### Placement density heat map, run 1

Drawn at 1.5 px/um. 24 x 24 tiles, from black (low) to pale yellow (high), 0 to 100% covered.
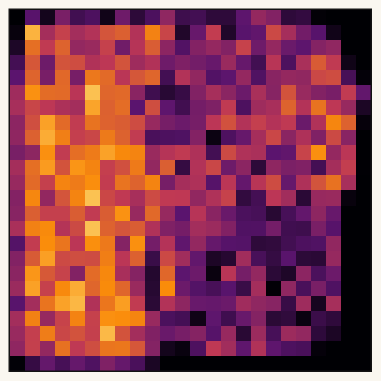
### Cell classes on the final placement, run 1

Drawn at 1 px/um.
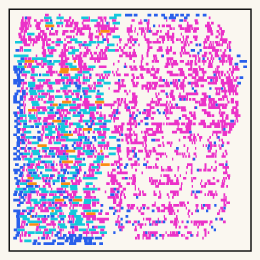
### Metal layers overlaid, run 1

Drawn at 1 px/um.
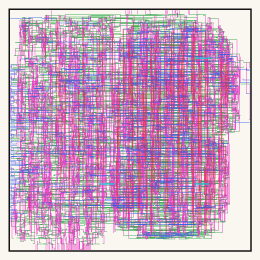
===== config.mk =====
export PLATFORM = sky130hd
export DESIGN_NAME = pipe_ex
export DESIGN_NICKNAME = d
export VERILOG_FILES = /design/src/rtl/pipe_ex.sv
export SDC_FILE = /design/constraint.sdc
export NUM_CORES = 1
export LEC_CHECK = 0
export CAP_MARGIN = 30
export CELL_PAD_IN_SITES_DETAIL_PLACEMENT = 0
export CELL_PAD_IN_SITES_GLOBAL_PLACEMENT = 2
export CORE_MARGIN = 3
export CORE_UTILIZATION = 35
export CTS_CLUSTER_DIAMETER = 120
export DETAILED_ROUTE_END_ITERATION = 16
export GPL_TIMING_DRIVEN = 0
export PLACE_DENSITY = 0.94
export SYNTH_ARGS = -nofsm -noshare
export SYNTH_HDL_FRONTEND = slang
export SYNTH_SLANG_ARGS = --single-unit

===== constraint.sdc =====
create_clock -name clk -period 11.3 [get_ports clk]
set_input_delay 2.26 -clock clk [delete_from_list [all_inputs] [get_ports clk]]
set_output_delay 2.26 -clock clk [all_outputs]
set_load 0.01 [all_outputs]

===== src/rtl/pipe_ex.sv =====
// rtl/pipe_ex.sv - EX stage: ID/EX register, ALU and iterative shift-add multiplier.
// Optional EX_OVERFLOW_EN adds EXovf and suppresses the register write on signed add/sub overflow.
module pipe_ex #(
  parameter int MUL_BITS_PER_CYCLE = 1
) (
  input  logic        clk,
  input  logic        clrn,
  input  logic        IDwreg,
  input  logic        IDm2reg,
  input  logic        IDwmem,
  input  logic [3:0]  IDaluc,
  input  logic        IDshift,
  input  logic        IDaluimm,
  input  logic [4:0]  IDwn,
  input  logic [31:0] IDqa,
  input  logic [31:0] IDqb,
  input  logic [31:0] IDimmeOrSa,
  output logic        EXstall,
  output logic        EXwreg,
  output logic        EXm2reg,
  output logic        EXwmem,
  output logic [4:0]  EXwn,
  output logic [31:0] EXalu,
  output logic [31:0] EXqb
`ifdef EX_OVERFLOW_EN
  ,
  output logic        EXovf
`endif
);

  localparam int N = 32 / MUL_BITS_PER_CYCLE;
  localparam logic [3:0] OP_MUL = 4'hC;

  typedef enum logic [1:0] {S_IDLE, S_BUSY, S_DONE} state_t;

  state_t      r_state, w_next;

  logic        r_wreg, r_m2reg, r_wmem, r_shift, r_aluimm;
  logic [3:0]  r_aluc;
  logic [4:0]  r_wn;
  logic [31:0] r_qa, r_qb, r_imm;

  logic [31:0] r_acc, r_mcand, r_mplier;
  logic [5:0]  r_cnt;

  logic [31:0] w_a, w_b, w_alu, w_step, w_sum, w_diff, w_nb;
  logic        w_ovf;

  assign w_a = r_shift  ? r_imm : r_qa;
  assign w_b = r_aluimm ? r_imm : r_qb;

  // ID/EX register freezes while the multiplier owns the stage
  always_ff @(posedge clk) begin
    if (!clrn) begin
      r_wreg   <= 1'b0;
      r_m2reg  <= 1'b0;
      r_wmem   <= 1'b0;
      r_aluc   <= 4'h0;
      r_shift  <= 1'b0;
      r_aluimm <= 1'b0;
      r_wn     <= 5'd0;
      r_qa     <= 32'd0;
      r_qb     <= 32'd0;
      r_imm    <= 32'd0;
    end else if (!EXstall) begin
      r_wreg   <= IDwreg;
      r_m2reg  <= IDm2reg;
      r_wmem   <= IDwmem;
      r_aluc   <= IDaluc;
      r_shift  <= IDshift;
      r_aluimm <= IDaluimm;
      r_wn     <= IDwn;
      r_qa     <= IDqa;
      r_qb     <= IDqb;
      r_imm    <= IDimmeOrSa;
    end
  end

  always_ff @(posedge clk) begin
    if (!clrn) r_state <= S_IDLE;
    else       r_state <= w_next;
  end

  always_comb begin
    w_next = r_state;
    case (r_state)
      S_IDLE:  if (r_aluc == OP_MUL) w_next = S_BUSY;
      S_BUSY:  if (r_cnt == 6'd1) w_next = S_DONE;
      S_DONE:  w_next = S_IDLE;
      default: w_next = S_IDLE;
    endcase
  end

  always_comb begin
    w_step = r_acc;
    for (int i = 0; i < MUL_BITS_PER_CYCLE; i++) begin
      if (r_mplier[i]) w_step = w_step + (r_mcand << i);
    end
  end

  always_ff @(posedge clk) begin
    if (!clrn) begin
      r_acc    <= 32'd0;
      r_mcand  <= 32'd0;
      r_mplier <= 32'd0;
      r_cnt    <= 6'd0;
    end else if (r_state == S_IDLE && r_aluc == OP_MUL) begin
      r_acc    <= 32'd0;
      r_mcand  <= w_a;
      r_mplier <= w_b;
      r_cnt    <= 6'(N);
    end else if (r_state == S_BUSY) begin
      r_acc    <= w_step;
      r_mcand  <= r_mcand << MUL_BITS_PER_CYCLE;
      r_mplier <= r_mplier >> MUL_BITS_PER_CYCLE;
      r_cnt    <= r_cnt - 6'd1;
    end
  end

  assign w_sum  = w_a + w_b;
  assign w_diff = w_a - w_b;
  assign w_nb   = ~w_b + 32'd1;

  always_comb begin
    w_alu = 32'd0;
    case (r_aluc)
      4'h0: w_alu = w_sum;
      4'h1: w_alu = w_diff;
      4'h2: w_alu = w_a & w_b;
      4'h3: w_alu = w_a | w_b;
      4'h4: w_alu = w_a ^ w_b;
      4'h5: w_alu = ~(w_a | w_b);
      4'h6: w_alu = {31'd0, $signed(w_a) < $signed(w_b)};
      4'h7: w_alu = {31'd0, w_a < w_b};
      4'h8: w_alu = w_b << w_a[4:0];
      4'h9: w_alu = w_b >> w_a[4:0];
      4'hA: w_alu = $signed(w_b) >>> w_a[4:0];
      4'hB: w_alu = {w_b[15:0], 16'd0};
      default: w_alu = 32'd0;
    endcase
  end

`ifdef EX_OVERFLOW_EN
  // subtraction overflow is judged on a + (~b+1)
  always_comb begin
    w_ovf = 1'b0;
    if (r_aluc == 4'h0)
      w_ovf = (w_a[31] == w_b[31]) && (w_sum[31] != w_a[31]);
    else if (r_aluc == 4'h1)
      w_ovf = (w_a[31] == w_nb[31]) && (w_diff[31] != w_a[31]);
  end
  assign EXovf = w_ovf;
`else
  assign w_ovf = 1'b0;
`endif

  assign EXstall = ((r_state == S_IDLE) && (r_aluc == OP_MUL)) || (r_state == S_BUSY);
  assign EXwreg  = r_wreg & ~EXstall & ~w_ovf;
  assign EXwmem  = r_wmem & ~EXstall;
  assign EXm2reg = r_m2reg;
  assign EXwn    = r_wn;
  assign EXqb    = r_qb;
  assign EXalu   = (r_state == S_DONE) ? r_acc :
                   (r_aluc == OP_MUL)  ? 32'd0 : w_alu;

  logic w_unused;
  assign w_unused = ^w_nb;

endmodule

==> results.txt, run 1 <==
fresh numbers from the pnr run: slew at the pin with the worst max-slew slack 1.13 ns, area leader, netlist dfxtp_1, H-Tree Level Count 1, global-route wire length before repair between 150000 and 200000 um, Tool Warnings 98, max_cap viols 0, Clock buffers and inverters, area share 2.66%, reg2reg end r_acc[31], CTS tree built, commonest cells in the netlist 476 x nand2_1, 239 x nor2_1, 214 x dfxtp_1, main flop type dfxtp_1, yosys stat area roughly 0.019 mm^2, Placement Setup Slack approximately 2.1 ns, worst endpoint required time 9.04 ns, largest class combinational gates, drt wl/cell roughly 30 um, status complete, no violations, Comb area share 60.1%, Hold Path Class reg -> reg, Pre-Repair DR Iteration Count 8, Top cells by area dfxtp_1 22%, nand2_1 9.3%, ha_1 8.9%, #MultiIn Comb 2158, Distinct cells, synth 88
## Picture notes: 'Placement density heat map'
emptiest ninth of the die: south-east
densest ninth of the die: west
nearly empty tiles: 9.5%
tiles over 75% full: 4.9%
Core Footprint: 0.0540 mm^2
Pre-Place Util: 35.6%

## Picture notes: 'Cell classes on the final placement'
legend:
  clock drivers and dummy loads:
    colour: orange
    cells: 30
  combinational and other logic:
    colour: magenta
    cells: 2269
  flops:
    colour: cyan
    cells: 214
  other buffers and delay cells:
    colour: blue
    cells: 402

## Picture notes: 'Metal layers overlaid'
legend:
  metal 5:
    colour: cyan
    wire_length: 40.5 um
  metal 4:
    colour: red
    wire_length: 7030 um
  metal 2:
    colour: magenta
    wire_length: 47.2 mm
  metal 3:
    colour: blue
    wire_length: 10700 um
  metal 1:
    colour: green
    wire_length: 45.2 mm

run 1: worst min path at each step:
stage	startpoint	end	slack, ns
5_1_grt	r_qa[20]	r_qa[20]	0.49
4_1_cts	r_qa[19]	r_qa[19]	0.47
3_5_place_dp	r_qa[19]	r_qa[19]	0.46
3_3_place_gp	r_qa[12]	r_qa[12]	0.45
2_1_floorplan	r_wmem	r_wmem	0.44
6_report	r_qa[24]	r_qa[24]	0.47
run 1: power by group:
group          total, uW  internal [uW]  switching (uW)
Sequential           813            784            29.4
Clock                669            373             297
Combinational       1200            400             795
Total               2680           1560            1120
run 1: registers in the layout, summed over array words and instances, names as in the netlist, 5 cells and up:
name / flops
r_imm: 32
r_cnt: 6
EXwn: 5
r_mplier: 32
r_mcand: 32
r_acc: 32
EXqb: 32
r_qa: 32
==> run 2, diff against run 1 <==
==> constraint.sdc (replaced) <==
create_clock -name clk -period 11.3 [get_ports clk]
set_input_delay 2.825 -clock clk [delete_from_list [all_inputs] [get_ports clk]]
set_output_delay 2.825 -clock clk [all_outputs]
set_load 0.01 [all_outputs]
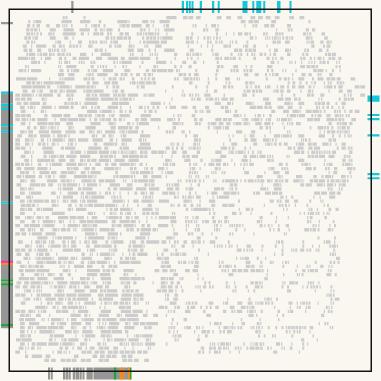
*Pin map, run 2*
Drawn at 1.5 px/um. Pins as bars across the die edge, other pins in grey.
legend:
  `IDaluc`:
    colour: orange
    pins: 4
    direction: input
    edge: 3 south, 1 west
  `EXalu`:
    colour: cyan
    pins: 32
    direction: output
    edge: 18 north, 8 east, 6 west
  `EXwn`:
    colour: green
    pins: 5
    direction: output
    edge: 3 west, 2 south
  `IDaluimm`:
    colour: magenta
    pins: 1
    direction: input
    edge: west
Die H: 240 um
Port Buf Inserts: 183
Die Width: 240 um

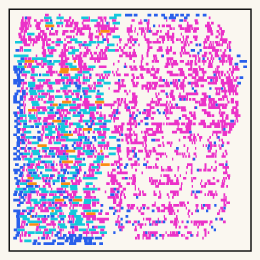
*Cell classes on the final placement, run 2*
Drawn at 1 px/um.
legend:
  flops:
    colour: cyan
    cells: 214
  other buffers and delay cells:
    colour: blue
    cells: 402
  clock drivers and dummy loads:
    colour: orange
    cells: 30
  combinational and other logic:
    colour: magenta
    cells: 2269

==> results.txt, run 2 <==
fresh numbers from the pnr run: yosys stat area 0.0192 mm^2 (unchanged), Pre-Repair DR Iteration Count 8 (unchanged), Tool Warnings 98 (unchanged), status complete, no violations (unchanged), commonest cells in the netlist 476 x nand2_1, 239 x nor2_1, 214 x dfxtp_1 (unchanged), slew at the pin with the worst max-slew slack 1.13 ns (unchanged), Logic pwr share 44.6% (about the same), P_comb 1200 uW (about the same), largest class combinational gates (unchanged), Comb area share 60.1% (unchanged), Hold Path Class reg -> reg (unchanged), Hold Startpoint r_qa[24] (unchanged), max_cap viols 0 (unchanged), Pre-Place Util 35.6% (unchanged), worst endpoint required time 8.48 ns (was 9.04 ns), area leader, netlist dfxtp_1 (unchanged), Distinct cells, synth 88 (unchanged), Pint 1560 uW (unchanged), Hold Crit Endpoint r_qa[24] (unchanged), Net Sw Frac 41.9% (unchanged), CTS tree built (unchanged), drt wl/cell 30.5 um (unchanged)
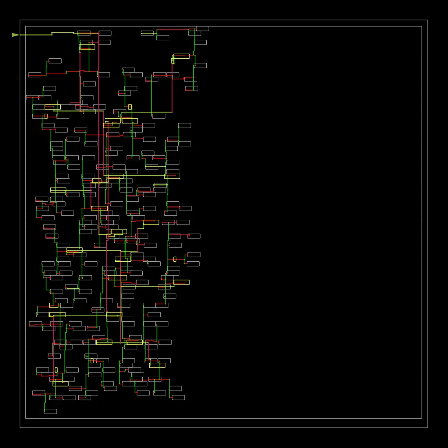
*Clock wiring as the flow saved it, run 2*
clk_skew: 0.0146 ns
Latency at later pin: 0.51 ns

[run 2: through the flow]
| step | hold slack, ns | instance area (um^2) | cells | power (uW) | setup WS [ns] |
|---|---|---|---|---|---|
| final | 0.467 | 22800 | 3612 | 2680 | 0.660 |
| after global routing | 0.494 | 22800 | 3611 | 2760 | 0.623 |
| after CTS | 0.465 | 22800 | 3611 | 2640 | 0.964 |
| after detailed placement | 0.457 | 22200 | 3581 | 1970 | 1.55 |
| after global placement | 0.449 | 21900 | 3553 | 1960 | 0.913 |
| after floorplan | 0.439 | 19200 | 2674 | 1440 | 4.20 |
Power and IR drop assume default switching activity.
